File: config.mk
export PLATFORM = sky130hd
export DESIGN_NAME = handshake_skid_flat
export DESIGN_NICKNAME = d
export VERILOG_FILES = /design/src/rtl/handshake_skid_if.sv /design/src/rtl/handshake_skid.sv /design/src/flat_wrapper.sv
export SDC_FILE = /design/constraint.sdc
export NUM_CORES = 1
export LEC_CHECK = 0
export ABC_AREA = 1
export ABC_CLOCK_PERIOD_IN_PS = 1750
export CORE_ASPECT_RATIO = 0.9
export CORE_MARGIN = 2
export CORE_UTILIZATION = 51
export CTS_CLUSTER_SIZE = 8
export DETAILED_ROUTE_END_ITERATION = 16
export GPL_TIMING_DRIVEN = 0
export MAX_ROUTING_LAYER = met4
export PLACE_DENSITY = 0.94
export SKIP_CTS_REPAIR_TIMING = 1
export SYNTH_ARGS = -nofsm -noshare
export SYNTH_HDL_FRONTEND = slang
export SYNTH_SLANG_ARGS = --single-unit
File: constraint.sdc
create_clock -name clock -period 1.75 [get_ports clock]
set_input_delay 0.4375 -clock clock [delete_from_list [all_inputs] [get_ports clock]]
set_output_delay 0.4375 -clock clock [all_outputs]
set_load 0.005 [all_outputs]
File: src/rtl/handshake_skid_if.sv
// Valid/ready handshake bundle for the skid buffer.
// The slave side is the buffer itself; the master side drives the upstream
// payload and the downstream ready, and observes the buffer outputs.
interface handshake_skid_if #(
  parameter int WIDTH = 8
);
  logic             i_clear;
  logic [WIDTH-1:0] i_value;
  logic             i_valid;
  logic             o_ready;
  logic [WIDTH-1:0] o_value;
  logic             o_valid;
  logic             i_ready;
  logic [1:0]       o_count;

  modport master (
    output i_clear, i_value, i_valid, i_ready,
    input  o_ready, o_value, o_valid, o_count
  );

  modport slave (
    input  i_clear, i_value, i_valid, i_ready,
    output o_ready, o_value, o_valid, o_count
  );
endinterface

File: src/rtl/handshake_skid.sv
// Two-entry skid buffer that registers both the forward (valid/data) and
// the backward (ready) path of a valid/ready handshake.
//
// state | meaning
// ------+-------------------------------------------------------------
// EMPTY | nothing held; o_valid 0, o_ready 1, count 0
// BUSY  | one entry in the output register; o_valid 1, o_ready 1, count 1
// FULL  | output register plus skid register held; o_valid 1, o_ready 0
//
// Every output is a flop, so o_ready never sees same-cycle i_ready.
module handshake_skid #(
  parameter int WIDTH = 8
) (
  input  logic                 clock,
  input  logic                 reset_n,
  handshake_skid_if.slave      bus
);

  typedef enum logic [1:0] {
    EMPTY = 2'd0,
    BUSY  = 2'd1,
    FULL  = 2'd2
  } state_t;

  state_t           state_q, state_d;
  logic             ready_q, ready_d;
  logic             valid_q, valid_d;
  logic [WIDTH-1:0] value_q, value_d;
  logic [WIDTH-1:0] skid_q,  skid_d;

  logic xfer_in;
  logic xfer_out;

  assign xfer_in  = bus.i_valid & ready_q;
  assign xfer_out = valid_q & bus.i_ready;

  // Next state and data-register updates; clear wins over any transfer and
  // leaves o_value untouched so downstream sees a stable (invalid) bus.
  always_comb begin
    state_d = state_q;
    value_d = value_q;
    skid_d  = skid_q;

    case (state_q)
      EMPTY: begin
        if (xfer_in) begin
          state_d = BUSY;
          value_d = bus.i_value;
        end
      end
      BUSY: begin
        if (xfer_in && xfer_out) begin
          value_d = bus.i_value;
        end else if (xfer_in) begin
          state_d = FULL;
          skid_d  = bus.i_value;
        end else if (xfer_out) begin
          state_d = EMPTY;
        end
      end
      FULL: begin
        // o_ready is low here, so i_valid cannot produce an input transfer.
        if (xfer_out) begin
          state_d = BUSY;
          value_d = skid_q;
        end
      end
      default: begin
        state_d = EMPTY;
      end
    endcase

    if (bus.i_clear) begin
      state_d = EMPTY;
      value_d = value_q;
      skid_d  = skid_q;
    end

    ready_d = (state_d != FULL);
    valid_d = (state_d != EMPTY);
  end

  // State and output registers; reset empties the buffer immediately.
  always_ff @(posedge clock or negedge reset_n) begin
    if (!reset_n) begin
      state_q <= EMPTY;
      ready_q <= 1'b1;
      valid_q <= 1'b0;
      value_q <= '0;
      skid_q  <= '0;
    end else begin
      state_q <= state_d;
      ready_q <= ready_d;
      valid_q <= valid_d;
      value_q <= value_d;
      skid_q  <= skid_d;
    end
  end

  assign bus.o_ready = ready_q;
  assign bus.o_valid = valid_q;
  assign bus.o_value = value_q;
  assign bus.o_count = state_q;

endmodule

File: src/flat_wrapper.sv
// flat-port wrapper written by rule: the top's interface ports become plain ports
module handshake_skid_flat 
#(
  parameter int WIDTH = 8
)
  (clock, reset_n, bus_i_clear, bus_i_value, bus_i_valid, bus_i_ready, bus_o_ready, bus_o_value, bus_o_valid, bus_o_count);
  handshake_skid_if #(.WIDTH(WIDTH)) bus_i ();
  input  logic clock;
  input  logic reset_n;
  input wire logic [$bits(bus_i.i_clear)-1:0] bus_i_clear;
  input wire logic [$bits(bus_i.i_value)-1:0] bus_i_value;
  input wire logic [$bits(bus_i.i_valid)-1:0] bus_i_valid;
  input wire logic [$bits(bus_i.i_ready)-1:0] bus_i_ready;
  output wire logic [$bits(bus_i.o_ready)-1:0] bus_o_ready;
  output wire logic [$bits(bus_i.o_value)-1:0] bus_o_value;
  output wire logic [$bits(bus_i.o_valid)-1:0] bus_o_valid;
  output wire logic [$bits(bus_i.o_count)-1:0] bus_o_count;
  assign bus_i.i_clear = bus_i_clear;
  assign bus_i.i_value = bus_i_value;
  assign bus_i.i_valid = bus_i_valid;
  assign bus_i.i_ready = bus_i_ready;
  assign bus_o_ready = bus_i.o_ready;
  assign bus_o_value = bus_i.o_value;
  assign bus_o_valid = bus_i.o_valid;
  assign bus_o_count = bus_i.o_count;
  handshake_skid #(.WIDTH(WIDTH)) u_core (.clock(clock), .reset_n(reset_n), .bus(bus_i));
endmodule
==> job_summary.md <==
## PnR job results

| Metric | Value |
|---|---|
| Tapcell count | `25` |
| Yosys synthesis chip area | `0.001020 mm²` |
| GR peak layer | `met2` |
| Setup crit start kind | `flop` |
| Post-Route WL | `2144 µm` |
| Critical path data required time | `1310 ps` |
| XOR Share, Synth | `0%` |
| # IOs | `25` |
| RD Place Congestion | `0.8048` |
| Final net count | `165` |
| Hold path cells | `2` |
| CTS tree | `yes` |
| Inverters | `8` |
| Top Layer Used | `met4` |
| Worst Tran Pin Value | `863.8 ps` |
| Die width | `51.14 µm` |
| Top logic family | `simple AND/OR/NAND/NOR gates` |
| Setup violations, final | `0` |
| Worst reg-to-reg path cell count | `7` |
| Tool warnings | `26` |
| Ao+oa area frac | `4.049%` |
| Met1 GRT Util | `26.13%` |
| Hold slack | `485.0 ps` |
| Gr ovfl total | `0` |
| Maximum VDD drop | `0.0005484 V` |
| Unique masters post-synth | `15` |
| Post-Synthesis Cells | `121` |
| Seq share, synth | `49.20%` |
| NonClk Buf Share | `20.54%` |
| Placed cells | `170` |
| Clock slew at reported path FFs | `120 ps` |
| Largest cells by area after synthesis | `dfrtp_1, nand2_1, nand3_1` |
| Critical Path Start | `u_core.bus.o_count[0]` |
| Met2 global-route usage | `36.88%` |
| DR WL met2 | `1079 µm` |
| Adder Share, Synth | `0%` |
| Buffer and inverter count on the worst path | `1` |
| Met3 usage | `3.571%` |
| Worst Slack Setup Final | `29.83 ps` |
| Clk sink count | `20` |
| # port buffers | `24` |
| Signal buffers | `28` |
| Core Util, Final | `71.02%` |
| Vias/cell | `5.068` |
| Worst setup path endpoint | `bus_o_count[0]` |
| FF/Latch Area | `503.0 µm²` |
| Global-route wire length before repair | `3746 µm` |
| Fp util | `53.80%` |
| Mux frac, synth | `0%` |
| Yosys cell count | `121` |
| Ys flops | `20` |
| Pre-CTS setup slack | `78.34 ps` |
| Area of the mapped netlist | `0.001020 mm²` |
| Clock buffers | `4` |
| Logic share of the area | `34.67%` |
| Pin count of the biggest net entering global routing | `21` |
| Crit path max-delay family | `buffers and inverters` |
| Crit path depth | `1` |
| Crit path DAT | `1280 ps` |
| Crit path max fanout | `4` |
| Reg-to-Reg Start | `u_core.bus.o_ready` |
| Design Power | `1.554 mW` |
| Static leakage | `0.7057 nW` |
| Avg Synthesized Cell Area | `8.428 µm²` |
| Area-dominant class | `flip-flops and latches` |
| Post-route ant nets | `0` |
| Cell type with the largest total area | `dfrtp_1` |
| M1 WL | `956 µm` |
| Metal3 WL | `69 µm` |
| DRC | `0` |
| Fin Setup TNS | `0 ps` |
| CORE AREA | `0.001896 mm²` |
| # H-tree levels | `1` |
| Cycle use final | `98.30%` |
| Site Rows | `15` |
| Root Driver | `clkbuf_4` |
| MI comb cells | `91` |
| MI comb area | `466.7 µm²` |
| R2R Path End | `u_core.bus.o_valid` |
| Simple share | `41.72%` |
| Layout area overhead | `32.02%` |
| Crit path kind | `flop to primary output` |
| Status | `finished clean` |
| Final hold vios | `0` |
| Num CTS Buffers | `3` |
| Initial antenna violation count | `0` |
| Final tally of max-slew violations | `0` |
==> run 1: placed cells by master, fill, tap and decap left out, drive strengths merged <==
cell and instances:
clkbuf 4, o21ai 1, dlymetal6s2s 1, dfrtp 19, dfstp 1, clkdlybuf4s50 23, buf 4, a21oi 2
nor2 1, nand3 27, nand2 60, inv 8
==> run 1: synthesized netlist by cell type <==
master,n
inv_1,4
dfstp_2,1
o21ai_2,1
nor2_8,1
inv_2,3
nand2_1,51
nand3_1,26
buf_6,1
dfrtp_1,19
nand2_4,2
nand3_4,1
buf_4,1
nand2_2,7
inv_4,1
a21oi_4,2
==> run 1: power by group <==
| part | switching, mW | internal, mW |
|---|---|---|
| logic | 0.270 | 0.283 |
| clock network | 0.148 | 0.127 |
| registers | 0.0956 | 0.631 |
| total | 0.514 | 1.04 |
Fig. 1: run 1, clock distribution
Bar = 20 µm.
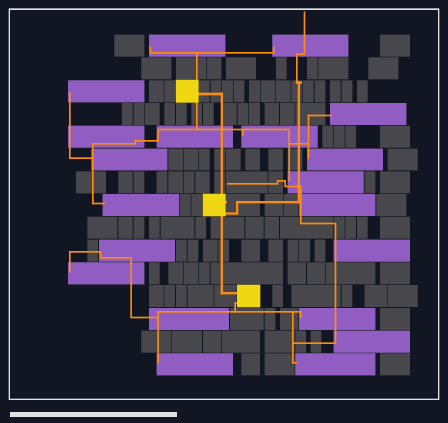
- purple: flip-flops (count 20)
- orange: clock wires (length 250 µm)
- yellow: clock drivers (count 3)
- routed clock nets: 4
- flops lie: spread over the die
clk_skew: 3.480 ps
Clock Power: 0.275 mW
Late-Pin Clk Latency: 310 ps
Clk pwr share: 17.7%

Fig. 2: run 1, placement by cell class
Bar = 20 µm.
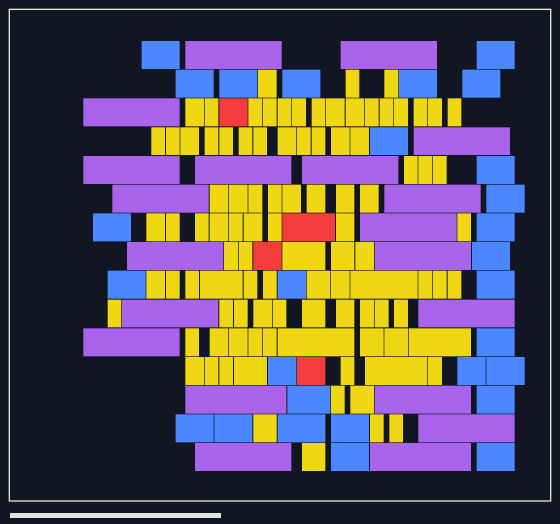
- blue: remaining buffers and delay cells (cells 28; share of their area 21%)
- yellow: combinational and other logic (cells 99; share of their area 38%)
- red: clock drivers and dummy loads (cells 4; share of their area 2.8%)
- purple: sequential cells (cells 20; share of their area 38%)

Fig. 3: run 1, metal layers overlaid
Only two layers are drawn.
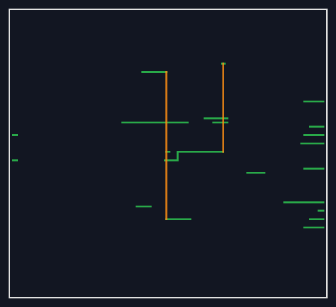
- green: metal 3 (wire length 69.7 µm)
- orange: metal 4 (wire length 38.1 µm)
WL/cell: 12.18 µm
GRT Total Usage: 22.14%
Vias: 892

Power figures rest on the tool's default switching activity, not on a simulated workload.
